### src/rtl/delay_chain_mem_pkg.sv
// Shared length type, clamp helper and RAM-path threshold for the
// programmable-length memory delay chain.
package delay_chain_mem_pkg;

  localparam int DEF_MAX_LEN = 64;
  localparam int LEN_W       = $clog2(DEF_MAX_LEN + 1);
  // Lengths at or above this go through the RAM; shorter ones use the bypass.
  localparam int RAM_MIN_LEN = 2;

  typedef logic [LEN_W-1:0] len_t;

  function automatic int clamp_len(input int req, input int max_len);
    return (req > max_len) ? max_len : req;
  endfunction

endpackage

### src/rtl/delay_chain_mem_var_ram.sv
// Single-port read-first register-file RAM with a registered read port.
// Only the output register is reset; the storage array powers up undefined.
module delay_chain_mem_var_ram #(
  parameter int WORDS = 64,
  parameter int WIDTH = 32,
  parameter int AW    = $clog2(WORDS)
) (
  input  logic             clk,
  input  logic             rst,
  input  logic             we,
  input  logic [AW-1:0]    addr,
  input  logic [WIDTH-1:0] wdata,
  output logic [WIDTH-1:0] rdata
);

  logic [WIDTH-1:0] mem [WORDS];

  // NOTE: storage has no reset so it maps onto RAM macros/LUT-RAM; only rdata is reset.
  always_ff @(posedge clk) begin
    if (we) mem[addr] <= wdata;
  end

  // NOTE: non-blocking assignment makes the read return the word before this write.
  always_ff @(posedge clk or posedge rst) begin
    if (rst)     rdata <= '0;
    else if (we) rdata <= mem[addr];
  end

endmodule

### src/rtl/delay_chain_mem_var.sv
// Multi-lane delay line of runtime-programmable length on a single-port RAM.
// Optional macro DELAY_CHAIN_MEM_VAR_PRIME_EN masks dout to zero until dout_vld.
module delay_chain_mem_var
  import delay_chain_mem_pkg::*;
#(
  parameter int DW      = 8,
  parameter int CH      = 4,
  parameter int MAX_LEN = 64,
  parameter int DEF_LEN = 16,
  parameter int LW      = $clog2(MAX_LEN + 1)
) (
  input  logic             clk,
  input  logic             rst,
  input  logic             en,
  input  logic             len_load,
  input  logic [LW-1:0]    len_in,
  input  logic [CH*DW-1:0] din,
  output logic [CH*DW-1:0] dout,
  output logic             dout_vld,
  output logic [LW-1:0]    cur_len,
  output logic             len_sat
);

  localparam int AW = $clog2(MAX_LEN);
  localparam int W  = CH * DW;

  logic [LW-1:0] fill_cnt;
  logic [LW-1:0] fill_nxt;
  logic [LW-1:0] new_len;
  logic [AW-1:0] addr;
  logic [W-1:0]  byp_q;
  logic [W-1:0]  ram_q;
  logic [W-1:0]  dout_raw;
  logic          vld_q;
  logic          ram_path;
  logic          ram_we;
  logic          addr_wrap;

  assign new_len   = LW'(clamp_len(int'(len_in), MAX_LEN));
  assign ram_path  = (cur_len >= LW'(RAM_MIN_LEN));
  assign ram_we    = en && !len_load && ram_path;
  // cur_len-1 RAM slots plus the RAM output register give cur_len samples of delay.
  assign addr_wrap = (LW'(addr) == cur_len - LW'(2));

  // NOTE: every always_comb output gets a default first so no latch is inferred.
  always_comb begin
    fill_nxt = fill_cnt;
    if (en && (fill_cnt != cur_len)) fill_nxt = fill_cnt + LW'(1);
  end

  always_ff @(posedge clk or posedge rst) begin
    if (rst) begin
      cur_len  <= LW'(DEF_LEN);
      fill_cnt <= '0;
      vld_q    <= (DEF_LEN == 0);
      len_sat  <= 1'b0;
      addr     <= '0;
      byp_q    <= '0;
    end else if (len_load) begin
      // A load flushes the line and discards this cycle's sample.
      cur_len  <= new_len;
      fill_cnt <= '0;
      vld_q    <= (new_len == '0);
      len_sat  <= (int'(len_in) > MAX_LEN);
      addr     <= '0;
    end else begin
      len_sat  <= 1'b0;
      fill_cnt <= fill_nxt;
      vld_q    <= (fill_nxt == cur_len);
      if (ram_we) addr <= addr_wrap ? '0 : addr + AW'(1);
      if (en && (cur_len == LW'(1))) byp_q <= din;
    end
  end

  delay_chain_mem_var_ram #(
    .WORDS (MAX_LEN),
    .WIDTH (W),
    .AW    (AW)
  ) u_ram (
    .clk   (clk),
    .rst   (rst),
    .we    (ram_we),
    .addr  (addr),
    .wdata (din),
    .rdata (ram_q)
  );

  always_comb begin
    dout_raw = ram_q;
    if (cur_len == '0)         dout_raw = din;
    else if (cur_len == LW'(1)) dout_raw = byp_q;
  end

  assign dout_vld = vld_q;

`ifdef DELAY_CHAIN_MEM_VAR_PRIME_EN
  assign dout = vld_q ? dout_raw : '0;
`else
  assign dout = dout_raw;
`endif

endmodule

### config.mk
export PLATFORM = sky130hd
export DESIGN_NAME = delay_chain_mem_var
export DESIGN_NICKNAME = d
export VERILOG_FILES = /design/src/rtl/delay_chain_mem_pkg.sv /design/src/rtl/delay_chain_mem_var_ram.sv /design/src/rtl/delay_chain_mem_var.sv
export SDC_FILE = /design/constraint.sdc
export NUM_CORES = 2
export LEC_CHECK = 0
export CAP_MARGIN = 20
export CORE_ASPECT_RATIO = 1.25
export CORE_MARGIN = 4
export CORE_UTILIZATION = 45
export DETAILED_ROUTE_END_ITERATION = 16
export PLACE_DENSITY = 0.66
export SLEW_MARGIN = 10
export SYNTH_ARGS = -nofsm -noshare
export SYNTH_HDL_FRONTEND = slang
export SYNTH_SLANG_ARGS = --single-unit
### constraint.sdc
create_clock -name clk -period 4.8 [get_ports clk]
set_input_delay 0.72 -clock clk [delete_from_list [all_inputs] [get_ports clk]]
set_output_delay 0.72 -clock clk [all_outputs]
set_load 0.05 [all_outputs]
==> impl_metrics.json <==
{
  "run_status": "finished clean",
  "type_of_the_worst_min_delay_path": "input port to register",
  "numCtsBuffers": 189,
  "yosys.stat.seqShare": 0.7693,
  "synth.yosys.chip_area_um2": 82740,
  "place.detailed.instances": 6927,
  "firstDrtPassIters": 8,
  "cp-start-kind": "register",
  "die_height_um": 487.4,
  "setup.worst_path.end": "dout[29]",
  "share_clk_of_total_power": 0.373,
  "clock_buffer_count": 229,
  "fp.dieArea_um2": 190800,
  "n_multi_input_combinational_cell": 2041,
  "finish.utilization": 0.5156,
  "cp.depth": 5,
  "finalMaxSlewViolations": 0,
  "grt_max_degree": 76,
  "hold_buffers": 0,
  "clock_distribution_area_overhead_in_the_final_layout": 0.06408,
  "top_cell_excl_fill_tap": "sky130_fd_sc_hd__edfxtp_1",
  "seq_area_frac": 0.6770,
  "vdd.ir_drop.worst_uv": 284.8,
  "finalSetupViolations": 0,
  "worst_path_fanout_max": 52,
  "hpwl_um": 159800,
  "crit_slowest_cell": "sky130_fd_sc_hd__clkdlybuf4s50_1",
  "grt_pass1_vias": 46000,
  "cts_buffer_depth": 3,
  "clock_insertion_delay_worst_skew_ns": 0.85,
  "nFillCells": 14400,
  "finalWeightedCongestion": 0.9165,
  "slowest_delay_ns": 0.93,
  "setup_total_negative_slack_ns": 0,
  "seq_cells": 2134,
  "drtIter0Drc": 7649,
  "critical_path_arrival_ns": 3.97,
  "r2r-end": "u_ram.rdata[18]",
  "yosys.cell_types.count": 69,
  "mapped_nets": 4543,
  "critical_path.n_buffers_inverters": 2,
  "sw_frac_of_total": 0.2500,
  "warning_count": 27,
  "synthDominantCellAreaShare": 0.7433,
  "fp.dieW_um": 391.5,
  "antenna_found_initial": 18,
  "antennaDiodeCount": 6,
  "vias": 47770,
  "worst_pin_slew_ns": 1.183,
  "preCtsSetupSlack_ns": 0.7832,
  "timing.critical_path.to_type": "output port",
  "drt-total-wl_um": 260400,
  "cts.root.buffer_cell": "sky130_fd_sc_hd__clkbuf_16",
  "post-cts-setup-buffers": 0,
  "r2r_path_start": "addr[2]",
  "h_tree_levels": 4,
  "power_per_standard_cell_area_nw_per_um2": 426.5,
  "grt.overflow.total": 0,
  "placementRows": 175,
  "timing.final.crit_period_ns": 4.692,
  "fraction_of_layout_instances_using_a_drive_strength_above_1": 0.2099,
  "grt_pass1_wl_um": 362400,
  "layout_top_cells": "sky130_fd_sc_hd__edfxtp_1 (2048), sky130_fd_sc_hd__a221oi_1 (256), sky130_fd_sc_hd__mux2i_1 (242), sky130_fd_sc_hd__buf_4 (221)",
  "clock_sink_count": 2134,
  "inverters": 14,
  "initial_core_utilization": 0.4536,
  "timing.final.ws_setup_ns": 0.1078,
  "yosys_cell_count": 4497,
  "flow.area_growth_from_synthesis_pct": 13.65,
  "layout.area.comb_um2": 18050,
  "n_all_buffers": 349,
  "timing.fmax_mhz": 213.1,
  "final_net_count": 4775,
  "route.detailed.wl_per_inst_um": 35.76,
  "slew-limit-headroom": 0.2114,
  "hold_path.startpoint": "din[12]",
  "skew_ns": 0.03152
}
==> flip-flops by register name, indices dropped and copies added (netlist names) <==
register / cells
fill_cnt: 7
addr: 6
u_ram.mem: 2048
dout_vld: 1
len_sat: 1
byp_q: 32
u_ram.rdata: 32
cur_len: 7
==> cells by family (layout without fill, tap and decap cells) <==
family	after synthesis	after routing	synth area share
adders and majority gates	3	3	0.0004537
DFF	2134	2134	0.7693
xor gates and xnor gates	24	24	0.002631
buffers and inverters	322	714	0.01998
other	0	6	0
muxes	591	591	0.1009
and+or+nand+nor	484	484	0.02427
AOI/OAI and AO/OA	939	939	0.08252
==> power groups by stage <==
| stage | sequential, uW | clock, uW | combinational [uW] |
|---|---|---|---|
| floorplan | 21100 | 0 | 2320 |
| global route | 20800 | 15900 | 4520 |
| finish | 20800 | 14900 | 4370 |
| CTS | 20800 | 15100 | 4300 |
| detailed placement | 21200 | 0 | 4280 |
| global placement | 21200 | 0 | 4250 |
==> worst min-delay path by stage <==
stage,endpoint,slack [ns],cells past startpoint
floorplan,u_ram.rdata[26],0.47,1
global placement,byp_q[12],0.49,1
detailed placement,byp_q[13],0.49,1
CTS,u_ram.mem[49][12],0.11,1
global route,u_ram.mem[49][12],0.13,1
finish,u_ram.mem[49][12],0.17,1
==> routing by layer <==
| metal | global-route usage | part of all wire |
|---|---|---|
| met2 | 0.4190 | 0.46 |
| met4 | 0.1135 | 0.046 |
| met3 | 0.07924 | 0.13 |
| met1 | 0.3578 | 0.36 |
| met5 | 0 | 0.00021 |
==> per-stage QoR <==
step                hold slack, ns  cell area, um2  power (uW)
floorplan                   0.4701           82740       23370
global placement            0.4879           88000       25410
detailed placement          0.4934           88000       25450
CTS                         0.1122           94020       40120
global route                0.1327           94020       41170
finish                      0.1657           94030       40100
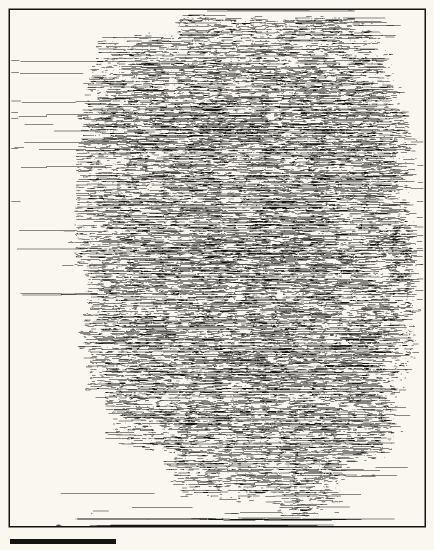
*Metal 1*
Scale bar: 100 um.
nets with wire on the layer = 4587
share of all routed wire = 36%
wire length on this layer = 94.1 mm

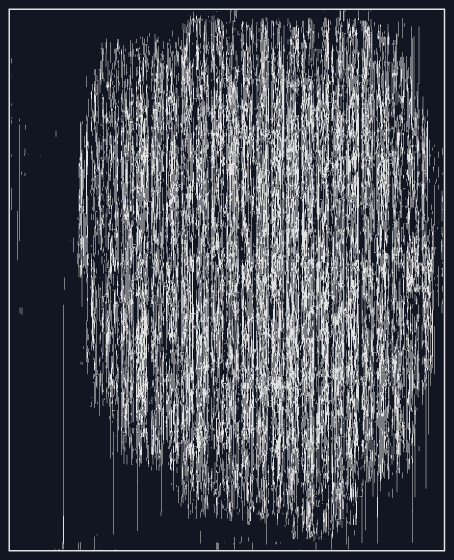
*Signal wires on met2*
main direction = vertical
wire length on this layer = 121 mm
share of all routed wire = 46%
nets with wire on the layer = 4154
longest straight run = 221 um

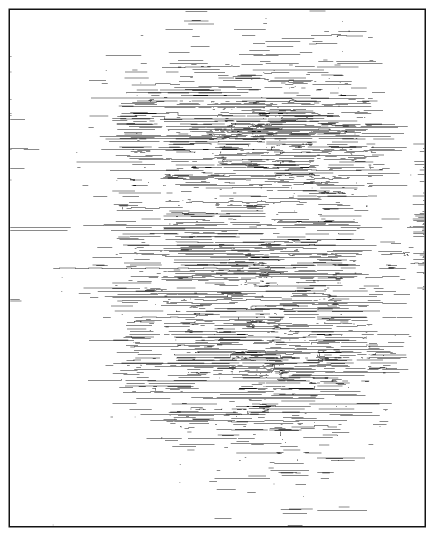
*Signal wires on met3*
main direction = horizontal
longest straight run = 235 um
share of all routed wire = 13%
nets with wire on the layer = 771

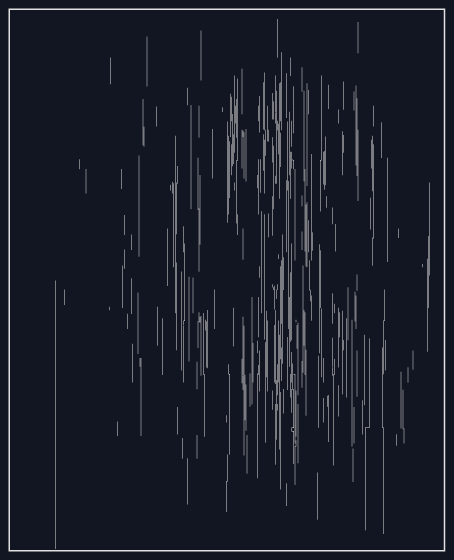
*Met4 routing*
nets with wire on the layer = 177
share of all routed wire = 4.6%
wire length on this layer = 11900 um
main direction = vertical

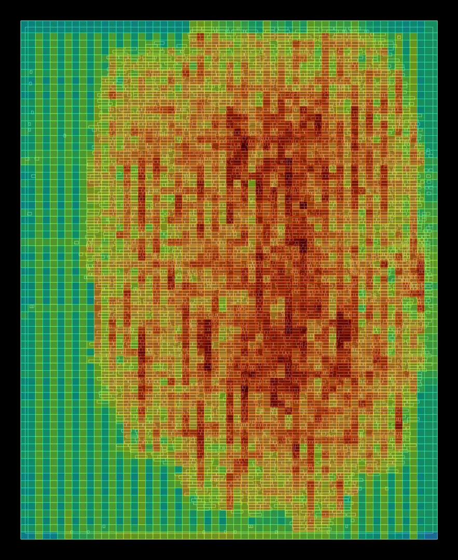
*Congestion heat map*
aggregate global-route resource usage: 0.2700
met1 routing resource usage after global routing: 0.3578
met3 routing resource usage after global routing: 0.07924
met2 track utilization from global routing: 0.4190
layer carrying the most global-route usage: met2

Power is estimated from default activity; no workload was simulated.
